Figure 1. Placement by cell class (run 1).
Scale bar: 20 µm. Fill, decap, tap and diode cells in grey.
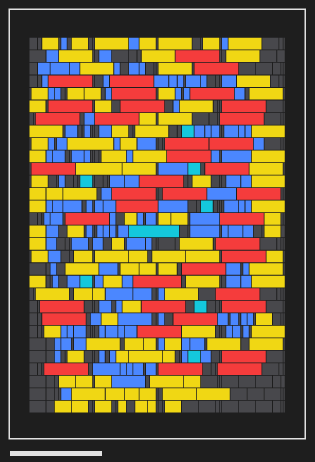
Figure 2. Metal 1 (run 1).
Supply wires on this layer in grey.
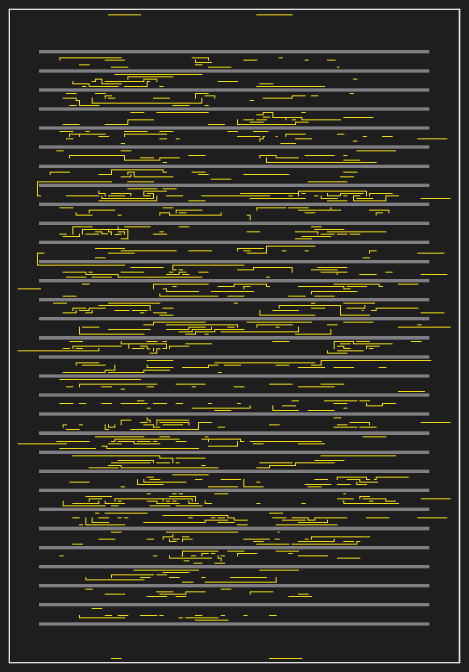
Figure 3. M4 wires (run 1).
Scale bar: 20 µm. Supply wires on this layer in grey. Cells faint in the background.
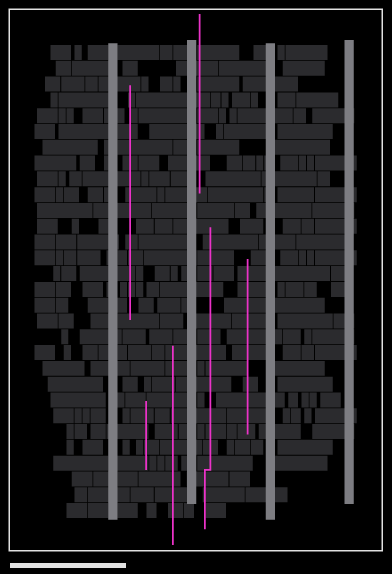
==> config.mk <==
export PLATFORM = sky130hd
export DESIGN_NAME = data_mem_arbiter
export DESIGN_NICKNAME = d
export VERILOG_FILES = /design/src/rtl/data_mem_arbiter.sv
export SDC_FILE = /design/constraint.sdc
export NUM_CORES = 1
export LEC_CHECK = 0
export ABC_AREA = 1
export CAP_MARGIN = 10
export CORE_AREA = 4 4 60 89
export CTS_BUF_LIST = sky130_fd_sc_hd__clkbuf_4
export CTS_CLUSTER_SIZE = 25
export DETAILED_ROUTE_END_ITERATION = 6
export DIE_AREA = 0 0 64 93
export PLACE_DENSITY = 0.75
export SLEW_MARGIN = 20
export SYNTH_ARGS = -nofsm -noshare
export SYNTH_HDL_FRONTEND = slang
export SYNTH_SLANG_ARGS = --single-unit
==> constraint.sdc <==
create_clock -name clk -period 1 [get_ports clk]
set_input_delay 0.3 -clock clk [delete_from_list [all_inputs] [get_ports clk]]
set_output_delay 0.3 -clock clk [all_outputs]
set_load 0.1 [all_outputs]
==> deck_impl_summary.md, run 1 <==
Implementation Results

Worst setup path
  – Worst Path Max Fanout: 2
  – Critical path depth in cells: 3
  – Startpoint types: flip-flop
  – Worst-path cell chain: inv_2 -> a211oi_4 -> buf_12

Run status
  – Run status: finished with violations
  – Violations in the final reports: negative setup slack

Synth
  – Top cell area share: 58.2%
  – Ranking of synthesized cells by instance count: sky130_fd_sc_hd__dfrtp_1 (38), sky130_fd_sc_hd__nand2_1 (37), sky130_fd_sc_hd__nor2_1 (34)
  – Synth area leaders: sky130_fd_sc_hd__dfrtp_1 (58%), sky130_fd_sc_hd__nand2_1 (8.5%), sky130_fd_sc_hd__nor2_1 (7.8%), sky130_fd_sc_hd__nand3b_1 (7.4%), sky130_fd_sc_hd__o21ai_0 (5.5%)
  – Synth Net Count: 223
  – Top cell type by instance count after synthesis: sky130_fd_sc_hd__dfrtp_1
  – Adder Share, Synth: 0%
  – Dominant combinational cell family by area after synthesis: simple AND/OR/NAND/NOR gates
  – Yosys cell count: 177
  – Yosys chip area: about 1600 µm²

Timing
  – Measured slew at the worst slew-check pin: 0.298 ns
  – Slew Viols, Final: 0
  – Fmax achieved: 0.579 GHz
  – Relative max-transition margin: 80.1%
  – Least setup slack across all paths after layout: -0.726 ns
  – Worst hold slack across all endpoints: slightly above 0.08 ns
  – RSZ-0062 raised after global routing: yes
  – Total setup violations reported at the end of the flow: 63
  – Post-route clock skew: 0.00533 ns

Power and ir drop
  – Clock share of power: ~14%
  – VDD IR-drop max: 1.08 mV
  – Total design power: 0.00788 W
  – Power density over the cells: 2170 nW/µm²

Floorplanning
  – Top-level I/O count: 84
  – Core Footprint: 4540 µm²
  – Area of the die: 5950 µm²

CTS
  – TritonCTS clock tree: done
  – TritonCTS sink count: 39

Placed design
  – Count of port buffers added during placement: 83
  – Routability cong.: around 0.71

Layout
  – Number of filler instances in the final layout: roughly 250
  – Share of cells above drive strength 1: 57.8%

Flow run
  – Max-cap violation count: 0

Global routing
  – Final global-route overflow total: 0
  – Number of antenna violations at the first check in global routing: 1

Min path
  – Min-Delay Path Class: in2async
Notes on Figure 1 above:
other buffers and delay cells -> yellow  # cells 109
all other logic -> blue  # cells 138
clock drivers and dummy loads -> cyan  # cells 8
flip-flops -> red  # cells 39
final cell area excluding filler cells: 3630 µm²
final cell utilization of the core: 79.9%
number of cell rows: 30

Notes on Figure 2 above:
nets with wire on the layer = 295
share of all routed wire = 31%
main direction = horizontal
longest straight run = 15.6 µm
fraction of met1 tracks used by global routing: 20.2%
routed vias: 1716
total length of routed wires: 6.14 mm

Notes on Figure 3 above:
longest straight run = 41.6 µm
share of all routed wire = 3.2%
wire length on this layer = 199 µm
main direction = vertical

-- run 1: what timing repair did --
action	in CTS	in global routing
buffers inserted	10	4
setup endpoints to repair	61	76
pin swaps	9	14
endpoints found under the hold margin	22	0
hold buffers	1	0
gates resized	44	42
gates cloned	6	2
-- run 1: layout make-up --
| cell class | instances | share of cell area, % |
|---|---|---|
| repair buffers | 109 | 42.2 |
| repair inverters | 2 | 0.379 |
| diodes | 1 | 0.0689 |
| flip-flops and latches | 39 | 28.3 |
| well taps | 64 | 2.21 |
| clock inverters | 1 | 0.827 |
| multi-input cells | 118 | 22.5 |
| inverters | 18 | 2.07 |
| clock buffers | 7 | 1.45 |
Figure 4. Routing congestion map (run 1).
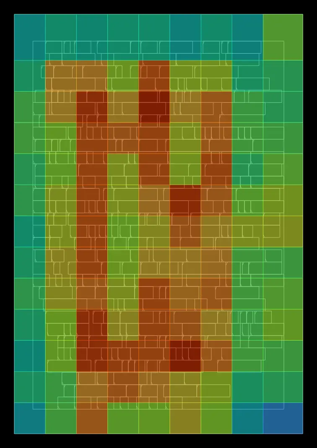

--- run 2 (diff from run 1) ---
CAP_MARGIN = 40   (was 10)
SETUP_SLACK_MARGIN = 0.15   (was not set)
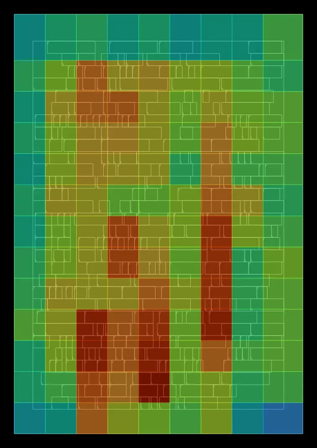
Figure 5: run 2, routing congestion map.
most crowded layer after global routing: met2
fraction of met1 tracks used by global routing: 18.8%

==> run 2 against run 1 <==
The flow still finishes with violations (negative setup slack). Clock skew grew 0.011 ns. Clock-buffer cell count shrank 2. Synthesized cell count is the same. Power shrank 2.3%. Cell count shrank 0.84%. Core utilization shrank 2.6 points. Maximum frequency grew 2.3%. Setup slack gained 0.039 ns. Global-route usage shrank 1.6 points. Register-to-register slack lost 0.10 ns. Critical endpoint unchanged. Highest routed layer unchanged.
==> deck_impl_summary.md, run 2 <==
Implementation Results

Run status
  – Run status: finished with violations (unchanged)
  – Violations in the final reports: negative setup slack (unchanged)

Power and ir drop
  – Power density over the cells: 2190 nW/µm² (was 2170 nW/µm²)

Layout
  – Layout sequential cell count: 39 (unchanged)
  – Total of plain and repair buffers excluding clock buffers: 107 (was 109)
  – Share of cells above drive strength 1: 46.2% (was 57.8%)
  – Signal buf overhead: 41.9% (was 42.2%)
  – Relative area of clock buffers and inverters in the final design: 2.17% (was 2.28%)
  – Number of non-clock inverters: 20 (unchanged)

Synth
  – Top cell area share: 58.2% (unchanged)
  – Top cell type by instance count after synthesis: sky130_fd_sc_hd__dfrtp_1 (unchanged)
  – Ranking of synthesized cells by instance count: sky130_fd_sc_hd__dfrtp_1 (38), sky130_fd_sc_hd__nand2_1 (37), sky130_fd_sc_hd__nor2_1 (34) (unchanged)
  – Adder Share, Synth: 0% (unchanged)

Worst setup path
  – Critical path depth in cells: 3 (unchanged)
  – Worst Path Max Fanout: 2 (unchanged)
  – Worst-path cell chain: inv_2 -> a211oi_4 -> buf_12 (unchanged)
  – Startpoint types: flip-flop (unchanged)

Global routing
  – Final global-route overflow total: 0 (unchanged)

Timing
  – Least setup slack across all paths after layout: -0.687 ns (was -0.726 ns)
  – Measured slew at the worst slew-check pin: 0.309 ns (was 0.298 ns)
  – RSZ-0062 raised after global routing: yes (unchanged)
  – Post-route clock skew: 0.0159 ns (was 0.00533 ns)
  – Relative max-transition margin: 79.4% (was 80.1%)
  – Total setup violations reported at the end of the flow: 76 (was 63)

CTS
  – TritonCTS clock tree: done (unchanged)
  – TritonCTS sink count: 39 (unchanged)

Min path
  – Min-Delay Path Class: in2async (unchanged)

Flow run
  – Max-cap violation count: 0 (unchanged)
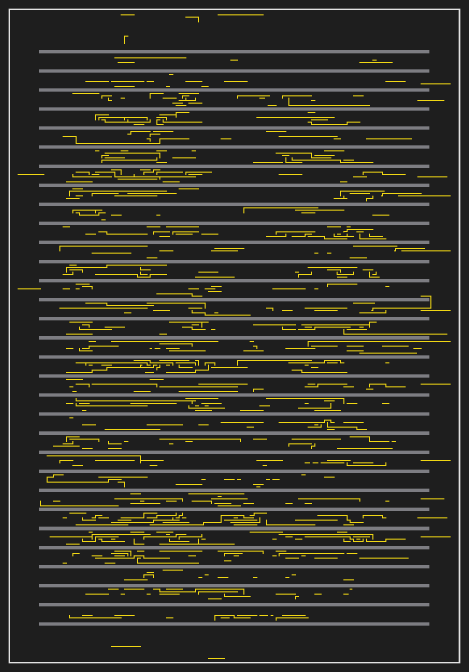
Figure 6: run 2, metal 1.
Supply wires on this layer in grey.
main direction = horizontal
share of all routed wire = 33%
wire length on this layer = 1790 µm
nets with wire on the layer = 293
longest straight run = 20.2 µm
total length of routed wires: 5.44 mm
routed vias: 1640

[run 2: cell counts after synthesis]
No cell type changed its count.
[run 2: repair_timing]
action	CTS	global route
hold buffers	1	0
gates resized	25	10
pin swaps	6	3
endpoints found under the hold margin	14	0
setup endpoints to repair	77	76
cloned	7	0
buffers inserted	5	2
[run 2: logic make-up (layout without fill, tap and decap cells)]
logic type | Yosys count | count (layout)
compound gates | 21 | 21
buf+inv | 24 | 135
flops | 39 | 39
simple gates | 93 | 97
[run 2: report_power, final]
group / leakage (nW) / internal (W) / total (W) / switching [W]
Combinational: 1.03 / 0.00158 / 0.00428 / 0.00271
Clock: 0.0426 / 0.000515 / 0.00103 / 0.000518
Sequential: 0.440 / 0.00206 / 0.00238 / 0.000322
Power and IR drop assume default switching activity.
